===== src/rtl/mem_wb_pipe.sv =====
// -----------------------------------------------------------------------------
// mem_wb_pipe
//   MEM->WB pipeline register with a configurable number of stages (DEPTH).
//   Each stage carries a valid bit, the WB control bits
//   {PctoReg, MemtoReg, RegWrite} and the payload (PC+4, DM read data,
//   ALU result, destination register). Supports hold (stall) and
//   invalidate (flush). Flush takes priority over stall, and stall takes
//   priority over advance. A stage whose valid bit is 0 always carries
//   all-zero control, so a bubble can never write the register file.
//
// Optional feature (macro MEM_WB_STAT_EN):
//   Defined   - builds saturating stall/flush cycle counters.
//   Undefined - the counters are not built; stall_cnt/flush_cnt read 0.
//
// Ports
//   clock       in   1       rising-edge clock
//   reset       in   1       asynchronous active-high reset
//   stall       in   1       hold every stage this cycle
//   flush       in   1       invalidate every stage this cycle
//   in_valid    in   1       incoming instruction is real (0 = bubble)
//   in_ctrl     in   CTRL_W  WB control from EX/MEM (bit0 = RegWrite)
//   in_pc_add   in   DATA_W  PC+4
//   in_dm       in   DATA_W  data-memory read data
//   in_alu      in   DATA_W  ALU result
//   in_rd       in   REG_AW  destination register
//   out_*       out          last-stage copy of the fields above
//   stall_cnt   out  STAT_W  stall cycles seen (saturating)
//   flush_cnt   out  STAT_W  flush cycles seen (saturating)
// -----------------------------------------------------------------------------
module mem_wb_pipe #(
  parameter int DATA_W = 32,
  parameter int REG_AW = 5,
  parameter int CTRL_W = 3,
  parameter int DEPTH  = 1,
  parameter int STAT_W = 16
) (
  input  logic              clock,
  input  logic              reset,
  input  logic              stall,
  input  logic              flush,
  input  logic              in_valid,
  input  logic [CTRL_W-1:0] in_ctrl,
  input  logic [DATA_W-1:0] in_pc_add,
  input  logic [DATA_W-1:0] in_dm,
  input  logic [DATA_W-1:0] in_alu,
  input  logic [REG_AW-1:0] in_rd,
  output logic              out_valid,
  output logic [CTRL_W-1:0] out_ctrl,
  output logic [DATA_W-1:0] out_pc_add,
  output logic [DATA_W-1:0] out_dm,
  output logic [DATA_W-1:0] out_alu,
  output logic [REG_AW-1:0] out_rd,
  output logic [STAT_W-1:0] stall_cnt,
  output logic [STAT_W-1:0] flush_cnt
);

  typedef struct packed {
    logic              valid;
    logic [CTRL_W-1:0] ctrl;
    logic [DATA_W-1:0] pc_add;
    logic [DATA_W-1:0] dm;
    logic [DATA_W-1:0] alu;
    logic [REG_AW-1:0] rd;
  } stage_t;

  stage_t stage_q [DEPTH];
  stage_t stage_in;

  // Entry value for stage 0. Control is masked by in_valid so a bubble
  // enters with zero control; the payload is loaded regardless.
  always_comb begin
    // NOTE: give every combinational output a value on every path (here a
    // default first) so no latch is inferred.
    stage_in        = '0;
    stage_in.valid  = in_valid;
    stage_in.ctrl   = in_valid ? in_ctrl : '0;
    stage_in.pc_add = in_pc_add;
    stage_in.dm     = in_dm;
    stage_in.alu    = in_alu;
    stage_in.rd     = in_rd;
  end

  always_ff @(posedge clock or posedge reset) begin
    if (reset) begin
      // NOTE: this stage array is a bank of pipeline flops, not a RAM, so
      // clearing every entry on reset is cheap and required here.
      for (int k = 0; k < DEPTH; k++) begin
        stage_q[k] <= '0;
      end
    end else if (flush) begin
      // Invalidate only; payload fields keep their values.
      for (int k = 0; k < DEPTH; k++) begin
        stage_q[k].valid <= 1'b0;
        stage_q[k].ctrl  <= '0;
      end
    end else if (!stall) begin
      // NOTE: non-blocking assignments make every stage sample the old value
      // of its predecessor, which is what turns this loop into a shift.
      stage_q[0] <= stage_in;
      for (int k = 1; k < DEPTH; k++) begin
        stage_q[k] <= stage_q[k-1];
      end
    end
  end

  assign out_valid  = stage_q[DEPTH-1].valid;
  assign out_ctrl   = stage_q[DEPTH-1].ctrl;
  assign out_pc_add = stage_q[DEPTH-1].pc_add;
  assign out_dm     = stage_q[DEPTH-1].dm;
  assign out_alu    = stage_q[DEPTH-1].alu;
  assign out_rd     = stage_q[DEPTH-1].rd;

`ifdef MEM_WB_STAT_EN
  logic [STAT_W-1:0] stall_cnt_q;
  logic [STAT_W-1:0] flush_cnt_q;

  // Counters stop at all-ones instead of wrapping. A cycle with both stall
  // and flush counts as a flush only, matching the datapath priority.
  always_ff @(posedge clock or posedge reset) begin
    if (reset) begin
      stall_cnt_q <= '0;
      flush_cnt_q <= '0;
    end else begin
      if (flush && (flush_cnt_q != '1)) begin
        flush_cnt_q <= flush_cnt_q + STAT_W'(1);
      end
      if (stall && !flush && (stall_cnt_q != '1)) begin
        stall_cnt_q <= stall_cnt_q + STAT_W'(1);
      end
    end
  end

  assign stall_cnt = stall_cnt_q;
  assign flush_cnt = flush_cnt_q;
`else
  assign stall_cnt = '0;
  assign flush_cnt = '0;
`endif

endmodule


===== config.mk =====
export PLATFORM = sky130hd
export DESIGN_NAME = mem_wb_pipe
export DESIGN_NICKNAME = d
export VERILOG_FILES = /design/src/rtl/mem_wb_pipe.sv
export SDC_FILE = /design/constraint.sdc
export NUM_CORES = 1
export LEC_CHECK = 0
export ABC_AREA = 1
export ABC_CLOCK_PERIOD_IN_PS = 3350
export CORE_MARGIN = 10
export CORE_UTILIZATION = 35
export DETAILED_ROUTE_END_ITERATION = 16
export PLACE_DENSITY = 0.78
export SLEW_MARGIN = 20
export SYNTH_ARGS = -nofsm -noshare
export SYNTH_HDL_FRONTEND = slang
export SYNTH_SLANG_ARGS = --single-unit
export TNS_END_PERCENT = 20

===== constraint.sdc =====
create_clock -name clock -period 3.35 [get_ports clock]
set_input_delay 0.67 -clock clock [delete_from_list [all_inputs] [get_ports clock]]
set_output_delay 0.67 -clock clock [all_outputs]
set_load 0.02 [all_outputs]

==> summary.txt <==
Physical implementation

According to the Yosys statistics, the synthesized design has a chip area of 0.00440 mm2. Looking at the reg2reg group, the worst path starts from out_pc_add[2]. The clock net sink count is 105. OpenSTA lists the critical path endpoint as out_ctrl[2]. Pins over their slew limit in the final report were tallied at 0. The post-cts repair resize count is 0. STA lists the endpoint of the worst register-to-register path as out_pc_add[2].

The required time at the endpoint of the critical path is 3.63 ns. The hold violation total from the final report is 0. Per the TritonCTS log, the buffer count is 9.

TritonCTS built the clock tree. The register clock-pin slew on the reported worst setup and hold paths is 0.06 ns. The overall overflow remaining after global route is 0. The relative max-transition margin is 31.7%. The number of nets in the final layout is 792. The largest buffer count on any clock path is 2. The global-route usage over all layers is 15.6%. The post-detailed-routing wire length is 13900 um. The timing report shows that the slowest cell on the worst path is sky130_fd_sc_hd__buf_4. The post-layout minimum cycle time is 2.10 ns. Yosys instantiated no cell more often than sky130_fd_sc_hd__nand2_1.

Along the critical path, the tally of buffer and inverter instances is 2. The synthesized area is 0.00440 mm2. Per the OpenROAD power report, leakage power amounts to 3.15 nW. The synthesized netlist cell count is 489.

The flow ran to the end, and the final reports show no timing, DRC or antenna violations. Detailed placement reports a standard cell area of 0.00647 mm2. The final antenna diode tally reported by the flow is 0. The via count of the first global-routing pass is 4075. The congestion estimate from routability-driven global placement came to 0.788. STA reports the tightest min-delay check as being of type reg -> reg. The top-level port count is 246.

The first global-routing pass estimated 21900 um of wire. The number of antenna violations at the first check in global routing is 0. The STA report counts the stages on the worst setup path as 5.

The power density over the cells is 505 mW/mm2. The delay of the slowest cell on the worst path is 0.79 ns. Entering global routing, the biggest net connects 106 pins. The post-route DRC violation count is 0. The cell taking the most area after synthesis is sky130_fd_sc_hd__dfrtp_1. During placement, the flow inserted port buffers numbering 213.

The detail route stage leaves a number of antenna-violating nets equal to 0. The number of warnings in the stage logs is 32. In the placement report, post-DP HPWL is listed as 10100 um. Per the Yosys statistics, synthesis produced 489 cells. The area of the die is 0.0174 mm2. The clock latency at the later pin of the worst-skew pair is 0.34 ns. The slew of the pin with the lowest slew margin is 1.02 ns. The violation tally from detailed-route iteration zero is 202. The post-route clock period utilization is 62.6%. Yosys reported that registers with async set or reset make up 100%. The clock arrives with 0 ns of skew. The signal on the critical path passes through buf_2 > nor2_4 > buf_4 > nand3_1 > nand2_1.

For the worst setup path, the data arrival time is 2.38 ns. The count of max-cap constraint violations is 0. The average instance in the mapped netlist occupies 8.99 um2. The root buffer selected by CTS is sky130_fd_sc_hd__clkbuf_16. The y dimension of the die is 132 um. The floorplan utilization is 36.2%.

The flop-to-flop setup slack is 2.67 ns. The category of the worst setup path launch point is an input pin. The synthesis report lists the Yosys warning total as 0. The maximum level of the CTS H-tree is 3. The share of final-layout standard cells stronger than drive strength 1 is 2.92%. The total setup buffers inserted after CTS is 0. Timing would allow up to 0.477 GHz. The area of the placeable core is 0.0122 mm2. Tracing the worst setup path back leads to its startpoint at flush.

The number of detailed-routing iterations run before antenna repair is 4. STA classifies the critical path endpoint as a register. Setup repair after global routing left no endpoint under its margin. The post-synthesis register bit count is 105. The finished layout cell area is 0.00675 mm2. After synthesis, the most frequently instantiated cells are sky130_fd_sc_hd__nand2_1 (207), sky130_fd_sc_hd__dfrtp_1 (105), sky130_fd_sc_hd__o21ai_0 (86). In this run, synthesis inferred 0 flip-flops with an integrated enable. The vias after detailed routing is 3878.

According to the floorplan log, the row count is 40. The highest net fanout along the worst path is 105. Looking at the VDD voltage map, the peak drop is 0.274 mV. The critical path is of the in -> reg type. The final setup violation count is 0. The report puts the cell count of the worst reg-to-reg path at 2. The most common library cell in the layout ignoring fill and taps is sky130_fd_sc_hd__clkdlybuf4s50_1. The width of the chip is 132 um. In this run the layout overhead on the synthesized area is reported as 53.4%. The post-route worst hold slack is 0.481 ns. After synthesis, flip-flops and latches occupy 59.8% of the total area.

The commonest register cell after synthesis is sky130_fd_sc_hd__dfrtp_1. By area the synthesized netlist is led by sky130_fd_sc_hd__dfrtp_1 (60%), sky130_fd_sc_hd__nand2_1 (18%), sky130_fd_sc_hd__o21ai_0 (9.8%), sky130_fd_sc_hd__buf_4 (5.8%), sky130_fd_sc_hd__o21ai_1 (1.7%). The unique cell type count in the Yosys netlist is 12. The top cell types in the final layout, fill and taps aside, are sky130_fd_sc_hd__clkdlybuf4s50_1 (211), sky130_fd_sc_hd__nand2_1 (207), sky130_fd_sc_hd__dfrtp_1 (105). The number of vias per cell after detailed routing is 4.55. The setup TNS is 0 ns. Of the post-synthesis cell area, the dominant cell type holds 59.8%. The number of hold buffers added after CTS was 0. Grouping stages by cell kind, the critical path spends the most delay in buffers and inverters.
==> area by class of cell <==
class,instances,area (um2)
Clock buffer,13,270
Fill cell,1063,5420
Inverter,2,11.3
Multi-Input combinational cell,348,1450
Sequential cell,105,2630
Tap cell,168,210
Timing Repair Buffer,217,2180
==> state kept, by name, indices dropped and copies added, names as in the netlist <==
signal / flops
out_rd: 5
out_valid: 1
out_pc_add: 32
out_dm: 32
out_ctrl: 3
out_alu: 32
==> how the worst min path moves through the flow <==
stage | startpoint | endpoint | depth (start not counted)
floorplan | out_dm[10] | out_dm[10] | 2
global placement | out_pc_add[15] | out_pc_add[15] | 2
detailed placement | out_dm[19] | out_dm[19] | 2
CTS | out_dm[19] | out_dm[19] | 2
global route | out_dm[19] | out_dm[19] | 2
finish | out_dm[19] | out_dm[19] | 2
==> power breakdown <==
group	switching [mW]	internal (mW)	total, mW
Clock	0.420	0.553	0.973
Combinational	0.497	0.435	0.932
Sequential	0.0789	1.42	1.50
Total	0.996	2.41	3.41
==> routing by layer <==
metal	GRT usage [%]	routed length (um)	vias to the layer above
li1	-	-	1872
met1	17.6	5550	1794
met2	24.5	6400	196
met3	7.85	1680	16
met4	6.06	242	0
met5	0	0	-
==> through the flow <==
step                total power [mW]  worst slack, ns  utilization, %  std cells
finish                          3.41             1.25            55.5        853
global route                    3.60             1.08            55.5        853
CTS                             3.45             1.29            55.5        853
detailed placement              2.47            0.918            53.2        840
global placement                2.44            0.971            53.2        840
floorplan                       1.96             1.42               -        520
==> worst reg2reg max path: cells and delay by family (launching register included) <==
family,cells,cell delay (ns)
flops,1,0.39
compound gates,1,0.09
simple gates,1,0.08
==> kinds of logic after synthesis <==
family	Yosys count	synth area share, %
compound gates	101	11.5
buf+inv	67	9.93
flops	105	59.8
other cells	1	0.0853
simple gates	215	18.7
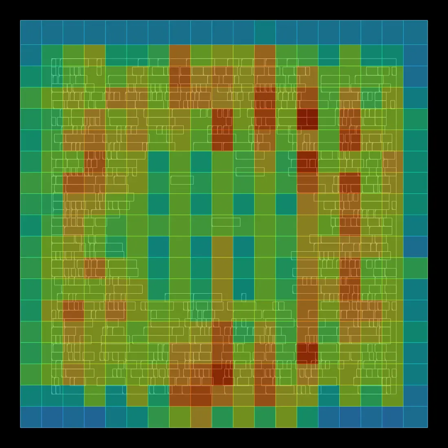
*Congestion heat map*
met1 routing resource usage after global routing: 17.6%
met2 track demand over resource in global routing: 24.5%
final routed wire length divided by cell count: 16.3 um

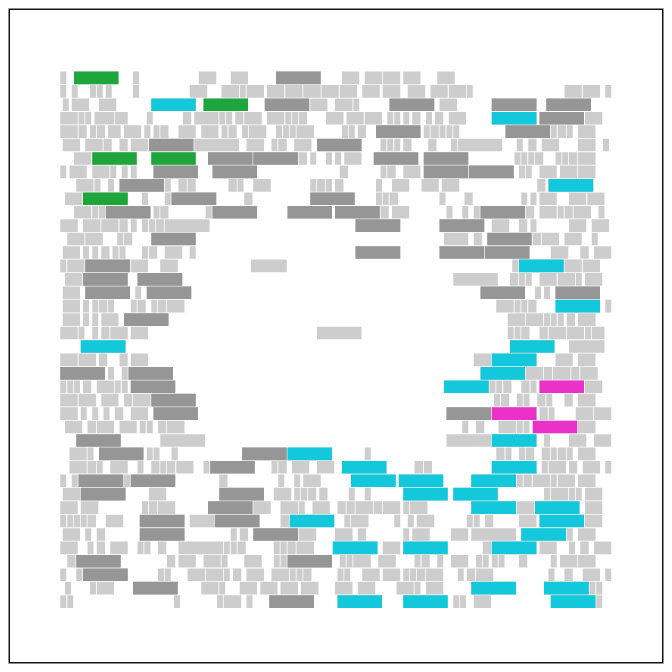
*Sequential cells coloured by netlist name*
Other sequential cells in the stronger grey, the rest of the logic in the fainter grey.
Key: `out_dm` = cyan [placed flops 32]; `out_rd` = green [placed flops 5, where north-west]; `out_ctrl` = magenta [placed flops 3]
Another 65 sequential cells are not coloured.
register area: 0.00263 mm2
sequential group power: 1.50 mW

Power figures rest on the tool's default switching activity, not on a simulated workload.
